`config.mk`:
```
export PLATFORM = sky130hd
export DESIGN_NAME = uart_tx
export DESIGN_NICKNAME = d
export VERILOG_FILES = /design/src/rtl/uart_pkg.sv /design/src/rtl/uart_tx.sv
export SDC_FILE = /design/constraint.sdc
export NUM_CORES = 1
export LEC_CHECK = 0
export ABC_AREA = 1
export CORE_MARGIN = 2
export CORE_UTILIZATION = 28
export CTS_CLUSTER_SIZE = 28
export DETAILED_ROUTE_END_ITERATION = 10
export GPL_TIMING_DRIVEN = 0
export SLEW_MARGIN = 20
export SYNTH_ARGS = -nofsm -noshare
export SYNTH_HDL_FRONTEND = slang
export SYNTH_SLANG_ARGS = --single-unit
```
`constraint.sdc`:
```
create_clock -name clk_i -period 1.8 [get_ports clk_i]
set_clock_uncertainty 0.05 [all_clocks]
set_input_delay 0.18 -clock clk_i [delete_from_list [all_inputs] [get_ports clk_i]]
set_output_delay 0.18 -clock clk_i [all_outputs]
set_load 0.005 [all_outputs]
```
`src/rtl/uart_pkg.sv`:
```
// Shared UART line levels and FSM state encoding, common to uart_tx and the matching receiver.
package uart_pkg;

  localparam logic [2:0] ST_IDLE   = 3'd0;
  localparam logic [2:0] ST_SYNC   = 3'd1;
  localparam logic [2:0] ST_START  = 3'd2;
  localparam logic [2:0] ST_DATA   = 3'd3;
  localparam logic [2:0] ST_PARITY = 3'd4;
  localparam logic [2:0] ST_STOP   = 3'd5;

  localparam logic IDLE_LEVEL  = 1'b1;
  localparam logic START_LEVEL = 1'b0;
  localparam logic STOP_LEVEL  = 1'b1;

endpackage

```
`src/rtl/uart_tx.sv`:
```
// UART transmitter paced by an external baud tick; define UART_TX_PARITY_EN to append an even parity bit.
import uart_pkg::*;

module uart_tx #(
  parameter int DATA_BITS = 8,
  parameter int STOP_BITS = 1
) (
  input  logic                 clk_i,
  input  logic                 rst_i,
  input  logic                 baud_en_i,
  input  logic [DATA_BITS-1:0] tx_data_i,
  input  logic                 tx_valid_i,
  output logic                 tx_ready_o,
  output logic                 tx_o,
  output logic                 busy_o
);

  localparam logic [2:0] LAST_BIT  = 3'(DATA_BITS - 1);
  localparam logic       LAST_STOP = 1'(STOP_BITS - 1);

  logic [2:0]           state;
  logic [DATA_BITS-1:0] shreg;
  logic [2:0]           bit_cnt;
  logic                 stop_cnt;

  always_comb begin
    tx_ready_o = (state == ST_IDLE);
    busy_o     = (state != ST_IDLE);
  end

  // The payload is rotated rather than shifted, so ^shreg stays the payload parity throughout DATA.
  always_ff @(posedge clk_i or posedge rst_i) begin
    if (rst_i) begin
      state    <= ST_IDLE;
      shreg    <= '0;
      bit_cnt  <= '0;
      stop_cnt <= '0;
      tx_o     <= IDLE_LEVEL;
    end else begin
      case (state)
        ST_IDLE: begin
          if (tx_valid_i) begin
            shreg <= tx_data_i;
            state <= ST_SYNC;
          end
        end
        ST_SYNC: begin
          if (baud_en_i) begin
            state <= ST_START;
            tx_o  <= START_LEVEL;
          end
        end
        ST_START: begin
          if (baud_en_i) begin
            state <= ST_DATA;
            tx_o  <= shreg[0];
          end
        end
        ST_DATA: begin
          if (baud_en_i) begin
            if (bit_cnt == LAST_BIT) begin
              bit_cnt <= '0;
`ifdef UART_TX_PARITY_EN
              state   <= ST_PARITY;
              tx_o    <= ^shreg;
`else
              state   <= ST_STOP;
              tx_o    <= STOP_LEVEL;
`endif
            end else begin
              bit_cnt <= bit_cnt + 3'd1;
              shreg   <= {shreg[0], shreg[DATA_BITS-1:1]};
              tx_o    <= shreg[1];
            end
          end
        end
        ST_PARITY: begin
          if (baud_en_i) begin
            state <= ST_STOP;
            tx_o  <= STOP_LEVEL;
          end
        end
        ST_STOP: begin
          if (baud_en_i) begin
            if (stop_cnt == LAST_STOP) begin
              stop_cnt <= '0;
              state    <= ST_IDLE;
            end else begin
              stop_cnt <= stop_cnt + 1'b1;
            end
          end
        end
        default: begin
          state <= ST_IDLE;
          tx_o  <= IDLE_LEVEL;
        end
      endcase
    end
  end

endmodule

```
Run 1, clock wires, drivers and flops:
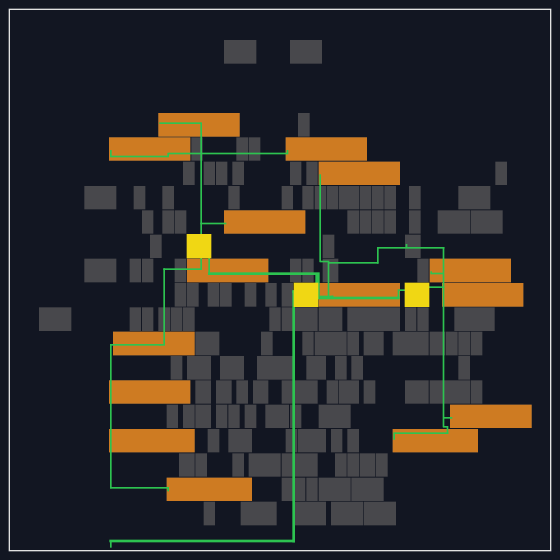
[flip-flops] orange | count: 15
[cells driving clock nets] yellow | count: 3
[clock wires] green | length: 235 um
routed clock nets	4
Clock Power: 0.198 mW
Late-Pin Clk Latency: 0.29 ns
power share of the clock group: 10.1%

Run 1, supply network:
Pins as bars on the die edge. Tap cells in gray.
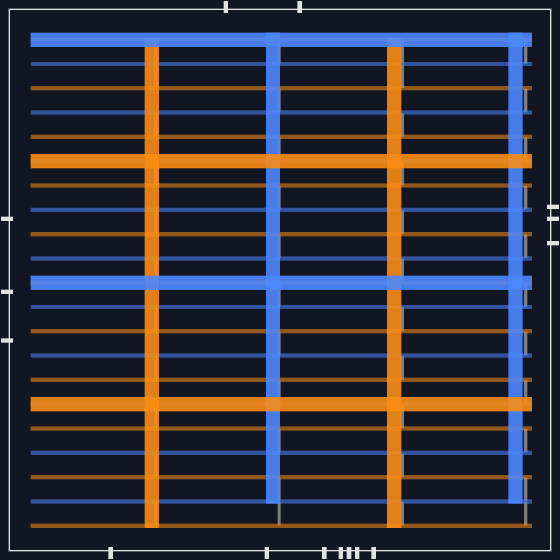
net	color
VDD	blue
VSS	orange
met1 rails	21
tap cells	44
met5 straps	4
die x size: 60.4 um
worst vdd ir: 0.498 mV
Core Box Area: 0.00305 mm^2
Die Ht: 60.4 um

Run 1, cell placement:
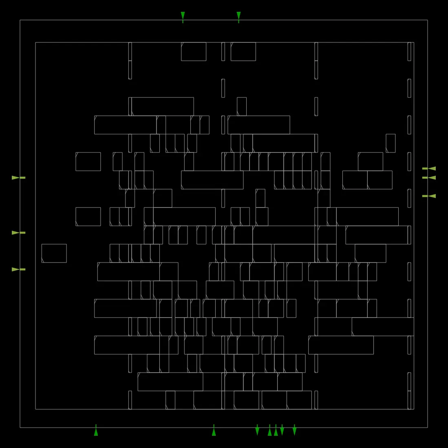
proportion of cell area occupied by registers: 32.1%
fin cells: 194
flop count: 15

## run 1: cells in the mapped netlist
| master | count | area (um^2) |
|---|---|---|
| nand3_2 | 2 | 20.0 |
| inv_4 | 1 | 6.26 |
| buf_6 | 1 | 11.3 |
| o31ai_1 | 1 | 7.51 |
| a21oi_4 | 1 | 16.3 |
| inv_2 | 3 | 11.3 |
| o21ai_0 | 3 | 15.0 |
| nand4_1 | 1 | 6.26 |
| ha_1 | 2 | 25.0 |
| nor2_4 | 2 | 22.5 |
| inv_1 | 6 | 22.5 |
| nor2_1 | 3 | 11.3 |
| a21oi_2 | 1 | 8.76 |
| dfstp_2 | 1 | 26.3 |
| nand3_1 | 5 | 25.0 |
| nor3b_1 | 1 | 7.51 |
| dfrtp_1 | 14 | 350 |
| nor2_2 | 2 | 12.5 |
| nand2_2 | 2 | 12.5 |
| nand2_1 | 73 | 274 |
## run 1: how the worst max path moves through the flow
stage          startpoint    endpoint  slack, ns  cells after the start
2_1_floorplan  bit_cnt[0]    shreg[0]       0.42                      8
3_3_place_gp     state[1]  tx_ready_o       0.24                      4
3_5_place_dp     state[1]  tx_ready_o       0.21                      4
4_1_cts          state[2]  tx_ready_o       0.01                      4
5_1_grt          state[0]  tx_ready_o     -0.007                      4
6_report         state[0]  tx_ready_o       0.08                      4
## run 1: per-layer routing
layer  vias up  share of wire, %
li1        438                 -
met1       368                47
met2        17                48
met3         2               4.1
met4         0               1.3
met5         -                 0
## run 1: cell type report
| type | instances | area, um^2 | share of cell area (%) |
|---|---|---|---|
| Buffer | 1 | 11.3 | 0.954 |
| Clock buffer | 3 | 22.5 | 1.91 |
| Clock inverter | 1 | 5.00 | 0.424 |
| Inverter | 10 | 40.0 | 3.39 |
| Multi-Input combinational cell | 99 | 474 | 40.2 |
| Sequential cell | 15 | 379 | 32.1 |
| Tap cell | 44 | 55.1 | 4.67 |
| Timing Repair Buffer | 21 | 193 | 16.3 |
## run 1: what timing repair did
action | in CTS | in global routing
pin swaps | 1 | 1
hold buffers | 0 | 0
buffers inserted | 3 | 4
resized | 4 | 0
setup endpoints to repair | 2 | 1
## run 1: logic make-up (layout without fill, tap and decap cells)
group           Yosys count  in the layout
buf+inv                  11             36
flops                    15             15
fa+ha+maj                 2              2
simple gates             91             91
compound gates            6              6
## run 1: report_power, final
part / internal, mW / total, mW / switching (mW)
sequential: 0.514 / 0.626 / 0.112
combinational: 0.487 / 1.14 / 0.655
clock: 0.0826 / 0.198 / 0.115
total: 1.08 / 1.97 / 0.882
## run 1: registers in the layout, indices dropped and copies added (netlist names)
| signal | count |
|---|---|
| bit_cnt | 3 |
| shreg | 8 |
| state | 3 |
| tx_o | 1 |
==> results.yml, run 1 <==
# implementation run metrics
route:
  dr.pass1.iters: 4
  vias: 825
  drc: 0
  wl_per_cell_um: 10.4
  viasPerCell: 4.25
sta:
  fmax_mhz: 582
  max_slew_margin_pct: 60.9
  worst_pin_slew_ns: 0.586
  hold_ws_ns: 0.196
logic_synthesis:
  ys_sh_adder_pct: 2.81
  simple_gate_share_pct: 43.9
  ys_ff: 15
  yosys-stat-cells: 125
  syn_inst: 125
  ys_types: 20
critical_path:
  cp_num_buf_inv: 2
  cp.arrival_ns: 1.49
  cp_cell_sequence: "nor2_4, nand2_4, inv_1, clkdlybuf4s50_1"
  endpoint_kind: "output port"
grt:
  antenna_found_initial: 0
  met1_usage_pct: 16.4
  busiest_layer: "met2"
placed_design:
  post-place-ws_ns: 0.206
  place_area_mm2: 0.00109
  hpwl_um: 1410
power:
  total_power_mw: 1.97
  p_leak_nw: 0.624
die:
  rows: 20
final_layout:
  final_util_pct: 38.6
  post-route-cell-area_mm2: 0.00118
  antenna_cells: 0
  lay_top_count: "nand2_1"
  layout_top_cells: "73 x nand2_1, 14 x clkdlybuf4s50_1, 12 x dfrtp_1"
cts:
  cts_sinks: 15
outcome:
  status: "finished, final reports clean"
run:
  warning_count: 26
--- run 2 (diff from run 1) ---
Settings changed: PLACE_DENSITY set to 0.46.
Clock period 1.8 ns to 2.15 ns, I/O delays scaled along.
Run 2, cell classes on the final placement:
Scale bar: 20 um. Fill, decap, tap and diode cells in gray.
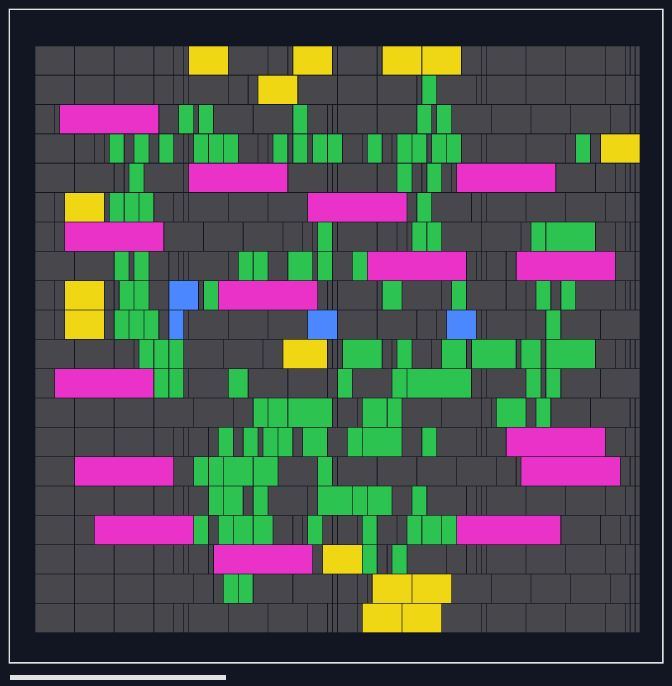
class	color	cells
clock drivers and dummy loads	blue	4
flops	magenta	15
all other logic	green	109
other buffers and delay cells	yellow	15
Final Util: 36.5%
proportion of cell area occupied by registers: 33.8%
Placement Rows: 20
Final Cell Area: 0.00111 mm^2

==> run 2 against run 1 <==
First-iteration DRC count fell by 6.5%. Combinational power down 29%. Highest routed layer unchanged. Non-clock buffer count down 7. Sequential share of layout area up 1.7 points. Critical endpoint unchanged.
==> results.yml, run 2 <==
# implementation run metrics
outcome:
  status: "finished, final reports clean"
grt:
  met1_usage_pct: 16.1
  busiest_layer: "met2"
route:
  drc: 0
  viasPerCell: 4.24
  dr.pass1.iters: 4
  wl_per_cell_um: 10.3
logic_synthesis:
  top_cells_by_count: "73 x nand2_1, 14 x dfrtp_1, 6 x inv_1, 5 x nand3_1"
  ys_ff: 15
  syn_inst: 125
  yosys.cell_count.top_type: "nand2_1"
  yosysTopAreaCell: "dfrtp_1"
  ys_async_sr_fraction_pct: 100
  yosys-stat-cells: 125
  ys_top_cells_by_area: "dfrtp_1 39%, nand2_1 31%, dfstp_2 2.9%, ha_1 2.8%, nand3_1 2.8%"
  yosysTopAreaCellShare_pct: 39.3
  edf_count: 0
  ys_types: 20
  flop_cell: "dfrtp_1"
die:
  die_y_um: 60.4
  die_w_um: 60.4
placed_design:
  hpwl_um: 1390
  place_area_mm2: 0.00109
  post-place-ws_ns: 0.534
sta:
  fmax_mhz: 520
  worst_pin_slew_ns: 0.624
  max_slew_margin_pct: 58.4
final_layout:
  seq_area_um2: 377
  largest_register_ffs: 8
  reg_top3: "shreg: 8 flops, bit_cnt: 3 flops, state: 3 flops"
  layout_top_cells: "73 x nand2_1, 14 x dfrtp_1, 14 x clkdlybuf4s50_1"
power:
  p_leak_nw: 0.586
  ir_drop_mv: 0.414
  total_power_mw: 1.51
run:
  warning_count: 26
cts:
  holdBufCountCts: 0
  post_cts_resized: 0
  cts_sinks: 15
  post-cts-setup-buffer-count: 0
critical_path:
  cp.arrival_ns: 1.66
Run 2, met2 routing:
Scale bar: 20 um.
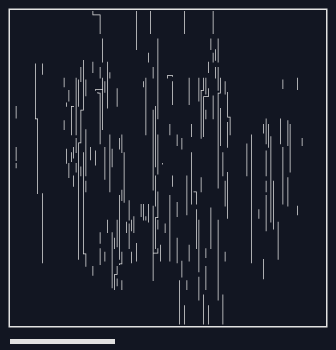
longest straight run	24.5 um
nets with wire on the layer	120
wire length on this layer	874 um
share of all routed wire	45%
main direction	vertical
Post-Route WL: 1930 um
DR vias: 792
grt met2 use: 19.4%

## run 2: cell counts after synthesis
Identical to the previous run, type by type.
## run 2: stage by stage
| step | std cells | util [%] | hold slack [ns] |
|---|---|---|---|
| global route | 187 | 36.5 | 0.315 |
| global placement | 183 | 35.6 | 0.413 |
| detailed placement | 183 | 35.6 | 0.415 |
| finish | 187 | 36.5 | 0.253 |
| CTS | 187 | 36.5 | 0.274 |
| floorplan | 125 | - | 0.0658 |
## run 2: cell type report
type                            count  share of cell area [%]
Tap cell                           44                    4.94
Clock buffer                        4                    2.36
Sequential cell                    15                    33.8
Inverter                           10                    3.60
Timing Repair Buffer               14                    12.6
Buffer                              1                    1.01
Multi-Input combinational cell     99                    41.7
## run 2: layer usage
layer  routed length [um]  up-vias
li1                     -      422
met1                  997      363
met2                  874        5
met3                   36        2
met4                   18        0
met5                    0        -
## run 2: report_power, final
part           internal [mW]  switching (mW)
clock network         0.0720          0.0947
logic                  0.319           0.495
registers              0.427           0.102
total                  0.818           0.691
## run 2: kinds of logic (layout without fill, tap and decap cells)
kind of cell / Yosys count / in the layout / synth area share, %
flip-flops: 15 / 15 / 42.2
adder cells (fa/ha/maj): 2 / 2 / 2.80
AND-OR/OR-AND: 6 / 6 / 5.33
buffers and inverters: 11 / 29 / 5.75
AND/OR/NAND/NOR: 91 / 91 / 43.9
## run 2: worst max-delay path: stages, from the launching register on
cell and delay, ns:
dfrtp_1 0.44, nor2_2 0.21, nand2_2 0.15, inv_1 0.08, clkdlybuf4s50_1 0.49
## run 2: path summary, 6_finish.rpt
path,start,end,slack [ns]
worst max-delay path,state[1],tx_ready_o,0.23
worst min-delay path,rst_i,shreg[2],0.25
worst max register to register,bit_cnt[0],shreg[3],0.57
worst min register to register,tx_o,tx_o,0.43
max in group asynchronous,rst_i,shreg[4],1.39
min in group clk_i,tx_o,tx_o,0.43
--- run 3 (diff from run 2) ---
Settings changed: ABC_CLOCK_PERIOD_IN_PS set to 2150, SKIP_CTS_REPAIR_TIMING set to 1.
==> run 3 against run 2 <==
Worst setup slack did not move. Non-clock buffer count did not move. Clock-buffer cell count did not move. Clock power barely moved. Die area did not move. Via count did not move. Combinational power barely moved. Largest power group unchanged. Highest routed layer unchanged.
==> results.yml, run 3 <==
# implementation run metrics
logic_synthesis:
  edf_count: 0
  yosysTopAreaCell: "dfrtp_1"
  top_cells_by_count: "73 x nand2_1, 14 x dfrtp_1, 6 x inv_1, 5 x nand3_1"
  yosys.cell_count.top_type: "nand2_1"
  yosysTopAreaCellShare_pct: 39.3
  ys_async_sr_fraction_pct: 100
  yosys-stat-cells: 125
  ys_types: 20
  flop_cell: "dfrtp_1"
  syn_inst: 125
placed_design:
  dp.cells: 183
  hpwl_um: 1390
  place_area_mm2: 0.00109
  post-place-ws_ns: 0.534
power:
  p_leak_nw: 0.586
  switchingPower_mw: 0.691
  power_frac_seq_pct: 35.0
  p_comb_share_pct: 53.9
  total_power_mw: 1.51
  switching_share_pct: 45.8
critical_path:
  reg2reg_from: "bit_cnt[0]"
  worstSetupPathDepth: 4
  cp_slowest_cell: "clkdlybuf4s50_1"
  max_stage_delay_ns: 0.49
  worstReg2RegEnd: "shreg[3]"
  cp.arrival_ns: 1.66
  cp_top_family: "buffers and inverters"
  startpoint: "state[1]"
  critPathCapture: "tx_ready_o"
  rrSetupSlack_ns: 0.57
final_layout:
  post-route-cell-area_mm2: 0.00111
  reg_top3: "shreg: 8 flops, bit_cnt: 3 flops, state: 3 flops"
sta:
  worst_pin_slew_ns: 0.624
  fmax_mhz: 520
  max_slew_margin_pct: 58.4
route:
  wl_per_cell_um: 10.3
  vias: 792
  drc: 0
  viasPerCell: 4.24
  dr.pass1.iters: 4
  drt-total-wl_um: 1930
die:
  die_y_um: 60.4
  die_w_um: 60.4
cts:
  cts_sinks: 15
run:
  warning_count: 26
outcome:
  status: "finished, final reports clean"
[run 3: cell counts after synthesis]
No cell type changed its count.
[run 3: worst min-delay path by stage]
stage | from | endpoint | slack [ns] | cells past startpoint
2_1_floorplan | rst_i | bit_cnt[0] | 0.07 | 1
3_3_place_gp | shreg[3] | shreg[3] | 0.41 | 2
3_5_place_dp | shreg[4] | shreg[4] | 0.42 | 2
4_1_cts | rst_i | state[2] | 0.27 | 2
5_1_grt | rst_i | shreg[3] | 0.31 | 2
6_report | rst_i | shreg[2] | 0.25 | 2
[run 3: kinds of logic (layout without fill, tap and decap cells)]
family	count (synthesis)	in the layout	share of synthesized area (%)
simple gates	91	91	43.9
compound gates	6	6	5.33
flops	15	15	42.2
buf+inv	11	29	5.75
fa+ha+maj	2	2	2.80
[run 3: layout make-up]
cell class                 instances  area [um^2]
fill                             351         1940
multi-input combinational         99          464
sequential                        15          377
timing repair buffer              14          140
tap                               44         55.1
inverter                          10         40.0
clock buffer                       4         26.3
buffer                             1         11.3
[run 3: routing by layer]
metal | part of all wire [%] | GRT usage [%] | vias up
li1 | - | - | 422
met1 | 52 | 16.1 | 363
met2 | 45 | 19.4 | 5
met3 | 1.9 | 4.48 | 2
met4 | 0.93 | 2.80 | 0
met5 | 0 | 0 | -
[run 3: power groups by stage]
stage	Sequential, mW	Combinational, mW	Clock, mW
after floorplan	0.512	0.607	0
after global placement	0.531	0.817	0
after detailed placement	0.532	0.829	0
after CTS	0.529	0.829	0.176
after global routing	0.551	0.949	0.186
final	0.529	0.814	0.167
Run 3, clock wires, drivers and flops:
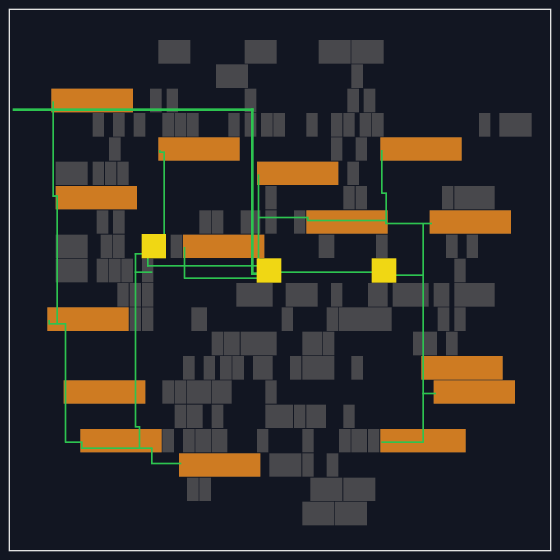
[flip-flops] orange | count: 15
[clock wires] green | length: 254 um
[cells driving clock nets] yellow | count: 3
routed clock nets	4
power share of the clock group: 11.0%
Late-Pin Clk Latency: 0.28 ns
Clock Power: 0.167 mW

Run 3, supply network:
Pins as bars on the die edge. Tap cells in gray.
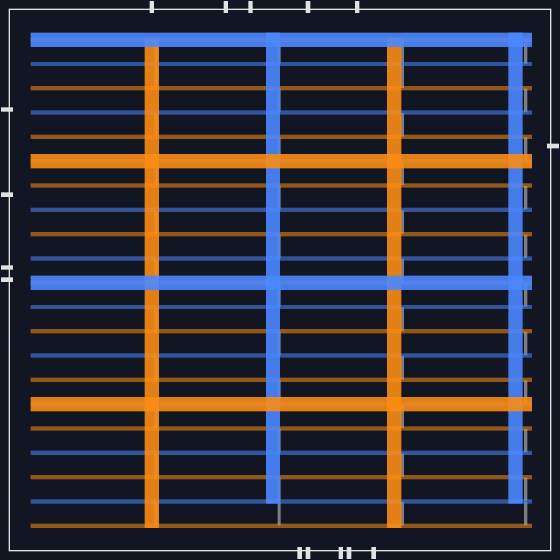
net	color
VDD	blue
VSS	orange
met4 straps	4
met5 straps	4
tap cells	44
met1 rails	21
worst vdd ir: 0.414 mV

No activity file was given, so power comes from the tool's default toggle rates.
